Design load_store_unit_flat, sky130hd; sources not shown.
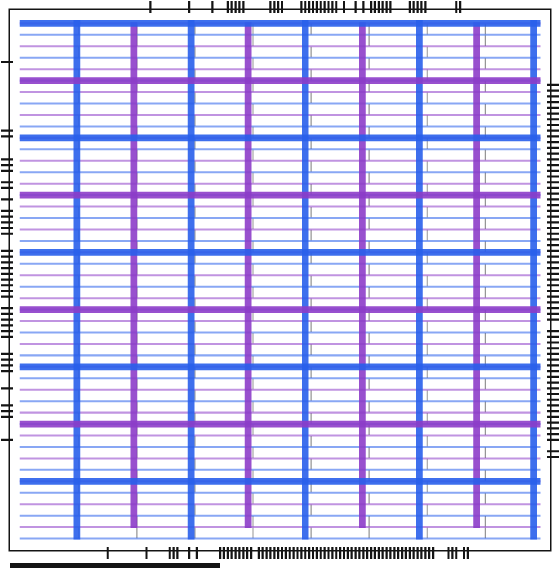
run_1/pdn.png
Bar = 50 um. Pins as bars on the die edge. Tap cells in grey.
VSS -> blue
VDD -> purple
rows = 45
met1 rails = 46
met4 straps = 9
Max IR drop VDD: 0.137 mV
die width: 128 um
Placeable Area: 15100 um^2
Die Ht: 128 um

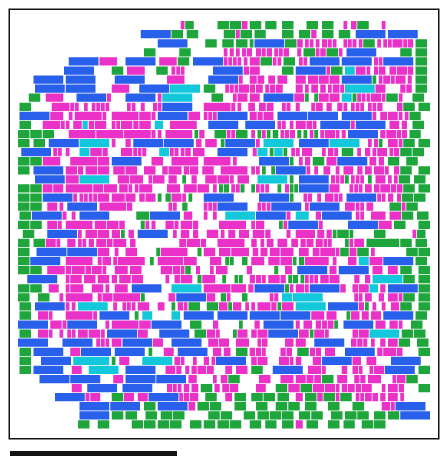
run_1/cell_classes.png
Bar = 50 um.
all other logic -> magenta  # cells 740, share of their area 44%
flip-flops -> blue  # cells 130, share of their area 29%
clock drivers and dummy loads -> cyan  # cells 32, share of their area 5.1%
other buffers and delay cells -> green  # cells 283, share of their area 21%
share of the core filled with cells: 75.2%
design area: 11400 um^2
Seq area share: 28.6%

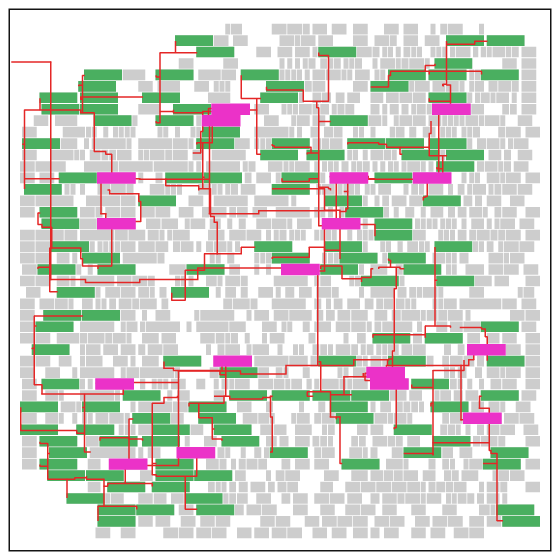
run_1/clock_map.png
flip-flops -> green  # count 130
clock wires -> red  # length 1770 um
cells driving clock nets -> magenta  # count 17
flops lie = spread over the die
Clk. pwr: 567 uW
Layout Skew: 0.0101 ns
clk_lat worst skew: 0.43 ns
Clock power frac: 33.6%

==> reports/results.txt, run 1 <==
Switching power - 572 uW
OpenROAD warnings - 26
Cells after Synth - 947
Area leader, netlist - dfrtp_1
Failing checks - DRC, capacitance limit
RSZ-0062 raised after global routing - false
Inserted Clock Buffers - 17
Comb area leader - simple AND/OR/NAND/NOR gates
IO Port Bufs - 204
Top Usage Layer GRT - met2
Kind of critical path - in2out
Hold WS - 0.479 ns
FP Rows - 45
Register bit total from synthesis - 130
Slowest cell on crit path - mux2i_1
Met3 Use GR - 8.64%
Mean cell area of the mapped netlist - 8.97 um^2
DRC viols - 2
Worst path cell trace - clkdlybuf4s50_1, clkbuf_1, mux2i_1, clkbuf_1, a31oi_1, and2_1, a211oi_1, clkdlybuf4s50_1
DR pass1 iterations - 8
Fmax - 111 MHz
Initial DRC Count - 1070
Critical path's largest stage delay - 0.90 ns
DP Worst Slack - 2.01 ns
Post-CTS setup repair buffer count - 0
# fillers - 1078
Crit end category - output pin
Period minus WS final - 8.97 ns
Met3 wire len - 3590 um
Worst-path clk slew - 0.06 ns
Layout cells sized above 1 - 9.96%
Most frequent cell after synthesis - nand2_1
Most numerous logic cell after layout - nand2_1
Class of the worst hold path - reg2reg
Routability cong. - 0.974
H-tree levels - 4
Worst r2r path cells - 7
Ys Warns - 0
Register Area - 3250 um^2
Detail Route Antenna Nets - 0
CTS Root Buffer Type - clkbuf_16
Power in combinational cells - 506 uW
Initial Util - 56.1%
XOR/XNOR Area Share - 2.99%
Number of tapcells - 188
Met2 routed wirelength - 13500 um
Top FF cell, synth - dfrtp_1
Top cells by count, synth - nand2_1 (241), dfrtp_1 (130), a21oi_1 (74)
Placed Area - 10800 um^2
Gr ovfl total - 0
Final net count - 1278
Met2 Use GR - 55.7%
Comb gate area - 4900 um^2
Leakage - 4.86 nW
Critical Path Stages - 8
Group drawing the most power - sequential cells
ANT cells - 0
Arr. time, crit path - 6.28 ns
CTS tree - yes
Max Used Layer - met4
Top-Level Pins - 207
CP Launch Type - input port
Post-synth EDFFs - 0
Buffer share of cell area - 21.0%
Final worst setup slack - 1.81 ns
Initial antenna violation count - 0
# hold bufs at CTS - 0
Deepest clock path buffer count - 2
Met1 wire length - 11400 um
Post-CTS Resized - 0
Met1 Usage GRT - 47.9%
Area fraction in mux cells - 15.7%
Clock buf/inv share - 5.02%
Number of logic gates - 734
Largest net degree at the start of global routing - 75
Cells on Worst Hold Path - 1
Power Internal - 1.12 mW
Largest cell class by area - combinational gates
Registers - 130
Inverters, non-clock - 6
Final Max Slew Viols - 0
Count of final setup violators - 0
Net switching fraction of the power - 33.9%
Crit-path max FO - 10
Drt total wl - 30000 um
Area Overhead vs Synth - 34.0%
Slew headroom - 0.103%
Cell Pwr Density - 148 nW/um^2
Synth Area in Compound Gates - 18.9%
CLK BUF - 17
Most instantiated logic cells after routing - nand2_1 (241), clkdlybuf4s50_1 (204), dfrtp_1 (130)
DR WL/cell - 21.9 um
Chip area in the Yosys report - 8500 um^2
Post-Synth Adder-Cell Area - 0.530%
Total Negative Setup Slacks - 0 ns
Total power - 1.69 mW
DP HPWL - 21200 um
Combinational power share - 30.0%
Post-Synth Simple-Gate Area - 19.5%
Worst reg2reg setup slack - 7.61 ns
Comb/total area - 43.1%
Clk sink count - 130
Vias per cell - 6.51
Cell area leaders - dfrtp_1 (38%), nand2_1 (11%), mux4_2 (6.6%), mux2i_1 (6.4%), a21oi_1 (4.4%)
Cell Count, Final, Fillers Out - 1373
Asr flop ratio synth - 100%
Count of max-cap constraint violations - 1
DR vias - 8935
Synth Seq Share - 38.3%
DP Cell Count - 1341
Vias in the first global route - 8578
Status - complete, but fails checks
Fin. Hold Viols - 0
Fin crit share - 83.2%
Measured slew at the worst slew-check pin - 1.49 ns
Mapped cell area - 8500 um^2
Global-route wire length before repair - 46000 um
Worst Path Buf+Inv - 4
Cell Type Count - 65
Reg power frac - 36.4%
Die area - 16500 um^2
Crit path DRT - 8.09 ns
Area fraction of the dominant cell type after synthesis - 38.3%
GRT Util Overall - 36.5%
Seq group - 615 uW
Bufs w/o clock - 283
# Cells Yosys - 947
Top delay family on crit path - buffers and inverters
run_1/metal_stack.png
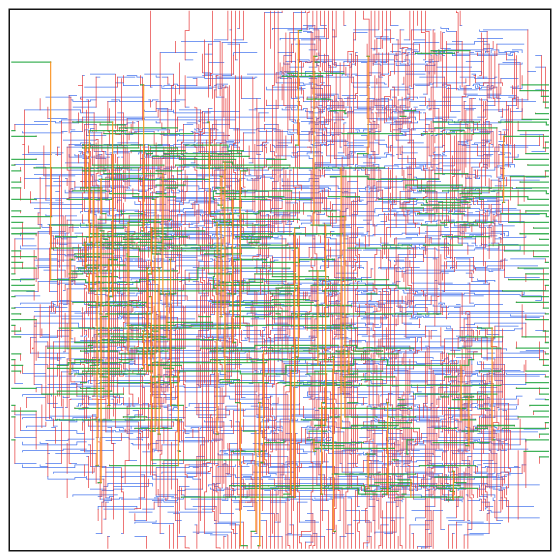

## Run 2: what changed since run 1
CORE_UTILIZATION = 46   (was 55)
PLACE_DENSITY = 0.78   (was 0.88)
clock period = 7.3 ns   (was 10.78 ns; I/O delays follow)
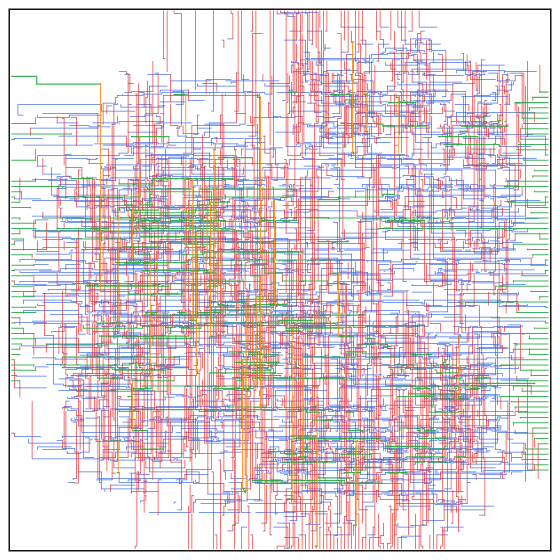
run_2/metal_stack.png
met3 -> green  # wire length 3070 um
met2 -> red  # wire length 13600 um
met1 -> blue  # wire length 12200 um
met4 -> orange  # wire length 1090 um
drt total wl: 29900 um
DR vias: 8756
GRT Util Overall: 30.0%

==> reports/results.txt, run 2 <==
Class of the worst hold path - reg2reg
Die width - 140 um (+9.1%)
Clock buf/inv share - 5.01% (-0.014 points)
Clock power frac - 33.8% (+0.2 points)
Deepest clock path buffer count - 2 (unchanged)
Mean cell area of the mapped netlist - 8.97 um^2 (unchanged)
Layout cells sized above 1 - 9.79% (-0.17 points)
Power Internal - 1.69 mW (+51%)
Reg power frac - 36.4% (about the same)
Met3 Use GR - 6.56% (-2.1 points)
Switching power - 810 uW (+42%)
Measured slew at the worst slew-check pin - 1.45 ns (-0.0420 ns)
Post-CTS setup repair buffer count - 0 (unchanged)
Synth Area in Compound Gates - 18.9% (unchanged)
Top FF cell, synth - dfrtp_1
Total power - 2.50 mW (+48%)
Chip area in the Yosys report - 8500 um^2 (unchanged)
Top delay family on crit path - buffers and inverters
Most numerous logic cell after layout - nand2_1
Clk_lat worst skew - 0.43 ns (about the same)
Cell Count, Final, Fillers Out - 1414 (+3.0%)
DR pass1 iterations - 5 (-3)
# hold bufs at CTS - 0 (unchanged)
Cells on Worst Hold Path - 2 (+1)
Initial DRC Count - 882 (-18%)
Met1 wire length - 12200 um (+7.3%)
Placeable Area - 18000 um^2 (+19%)
CTS Root Buffer Type - clkbuf_16
Largest net degree at the start of global routing - 86 (+15%)
Status - finished, final reports clean
OpenROAD warnings - 26 (unchanged)
Crit path DRT - 5.48 ns (-2.61 ns)
Register bit total from synthesis - 130 (unchanged)
Initial Util - 47.1% (-9.0 points)
Fmax - 142 MHz
DP HPWL - 21500 um (+1.2%)
CP Launch Type - input port
Register Area - 3250 um^2 (unchanged)
Critical path's largest stage delay - 0.80 ns (-0.10 ns)
Max IR drop VDD - 0.207 mV (+51%)
Number of tapcells - 229 (+22%)
Die Ht - 140 um (+9.1%)
Worst reg2reg setup slack - 3.99 ns (-3.62 ns)
Seq group - 910 uW (+48%)
Kind of critical path - in2out
Number of logic gates - 734 (unchanged)
Largest cell class by area - combinational gates
Comb area leader - simple AND/OR/NAND/NOR gates
Die area - 19600 um^2 (+19%)
Detail Route Antenna Nets - 0 (unchanged)
Most instantiated logic cells after routing - nand2_1 (241), clkdlybuf4s50_1 (204), dfrtp_1 (130)
# fillers - 1546 (+43%)
Inserted Clock Buffers - 17 (unchanged)
RSZ-0062 raised after global routing - false
Mapped cell area - 8500 um^2 (unchanged)
Inverters, non-clock - 6 (unchanged)
CTS tree - yes
DR WL/cell - 21.2 um (-3.3%)
Total Negative Setup Slacks - 0 ns (unchanged)
Placed Area - 10900 um^2 (+0.52%)
Crit end category - output pin
Post-synth EDFFs - 0 (unchanged)
Cell Type Count - 65 (unchanged)
Comb gate area - 4910 um^2 (+0.10%)
Vias per cell - 6.19 (-4.8%)
# Cells Yosys - 947 (unchanged)
Area fraction of the dominant cell type after synthesis - 38.3% (unchanged)
H-tree levels - 4 (unchanged)
Met3 wire len - 3070 um (-14%)
Area fraction in mux cells - 15.7% (unchanged)
Count of final setup violators - 0 (unchanged)
Design area - 11400 um^2 (+0.51%)
Arr. time, crit path - 5.21 ns (-1.07 ns)
Top cells by count, synth - nand2_1 (241), dfrtp_1 (130), a21oi_1 (74)
Worst r2r path cells - 7 (unchanged)
Slew headroom - 2.91% (+2.8 points)
Max Used Layer - met4
Seq area share - 28.4% (-0.14 points)
Ys Warns - 0 (unchanged)
Post-CTS Resized - 0 (unchanged)
Post-Synth Simple-Gate Area - 19.5% (unchanged)
Net switching fraction of the power - 32.4% (-1.5 points)
Bufs w/o clock - 283 (unchanged)
Clk sink count - 130 (unchanged)
Critical Path Stages - 8 (unchanged)
Met1 Usage GRT - 41.2% (-6.7 points)
Group drawing the most power - sequential cells
Global-route wire length before repair - 46300 um (+0.70%)
Vias in the first global route - 8336 (-2.8%)
Worst path cell trace - clkdlybuf4s50_1, clkbuf_1, mux2i_1, clkbuf_1, a31oi_1, and2_1, a211oi_1, clkdlybuf4s50_1
Gr ovfl total - 0 (unchanged)
Post-Synth Adder-Cell Area - 0.530% (unchanged)
Count of max-cap constraint violations - 0 (-1)
No activity file was given, so power comes from the tool's default toggle rates.
